Design alu_issue_seq, sky130hd; sources not shown.
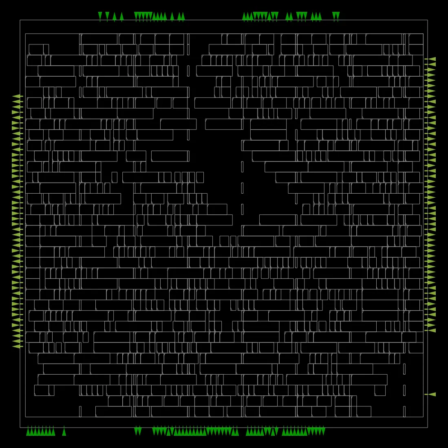
Figure 1: placement view.
Seq area share: 39.00%
Core Area: 9955 um2

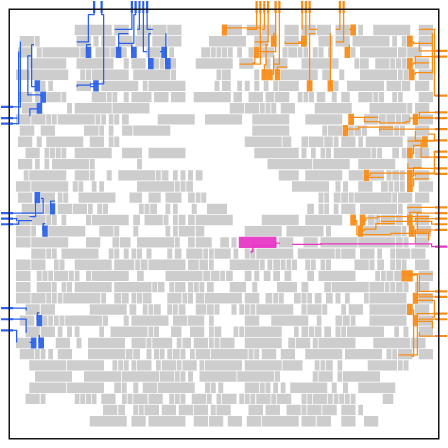
Figure 2: port wiring.
Blue stands for `rf_data_b_i`, bits 16, direction input, edge 9 west, 7 north, end cells 16, buffers 16, wire 222 um. Magenta stands for `res_err_o`, bits 1, direction output, edge east, end cells 1, buffers 1, wire 44.9 um. Orange stands for `alu_res_i`, bits 32, direction input, edge 21 east, 11 north, end cells 32, buffers 32, wire 562 um.
I/O Buffers: 184
top-level I/O count: 193

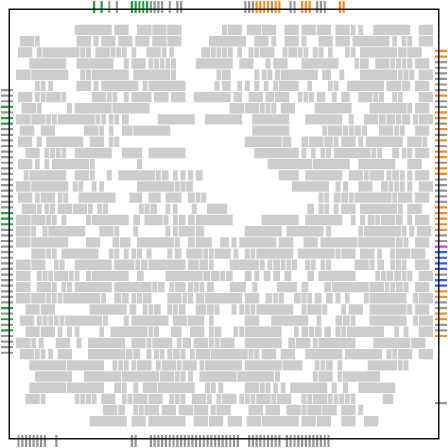
Figure 3: pin map.
Pins as bars across the die edge, other pins in gray.
Orange stands for `alu_res_i`, pins 32, direction input, edge 21 east, 11 north. Green stands for `rf_data_b_i`, pins 16, direction input, edge 9 west, 7 north. Magenta stands for `res_err_o`, pins 1, direction output, edge east. Blue stands for `res_dst_o`, pins 6, direction output, edge east.
die height: 104.2 um
chip width: 104.2 um

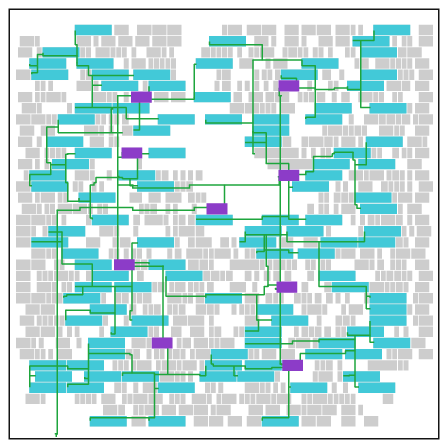
Figure 4: clock network drawn from the DEF.
Cyan stands for flip-flops, count 111. Green stands for clock wires, length 1250 um. Purple stands for clock drivers, count 9.
There are 10 routed clock nets. Position of the flops: spread over the die.
P_clk: 0.896 mW
clk_skew: 0.01318 ns

==> out/qor.txt <==
setup slack, reg-to-reg -> 1.05 ns
Placed Area -> 6910 um2
Mux area share -> 0%
fin area -> 7122 um2
startpoint type of the worst setup path -> flop
Top cell area share -> 55.46%
CP Class -> reg -> out
Detail Route Antenna Nets -> 0
fill cell count -> 750
Nets -> 902
Setup TNS -> 0 ns
top cells by count -> 288 x nand2_1, 111 x dfrtp_1, 58 x inv_1
area delta synth->final -> 42.19%
final hold violation count -> 0
met1 usage -> 29.52%
Antenna diodes -> 0
status -> finished clean
Vias per Instance -> 4.807
top layer in use -> met4
fin. max-slew vios -> 0
Top cell excl fill/tap -> nand2_1
WP buf/inv -> 2
Initial DRT Pass Iterations -> 4
synthesized area per cell -> 8.027 um2
Dominant combinational family -> simple AND/OR/NAND/NOR gates
Pwr top -> combinational logic
first-pass GRT wire length -> 20710 um
No activity file was given, so power comes from the tool's default toggle rates.
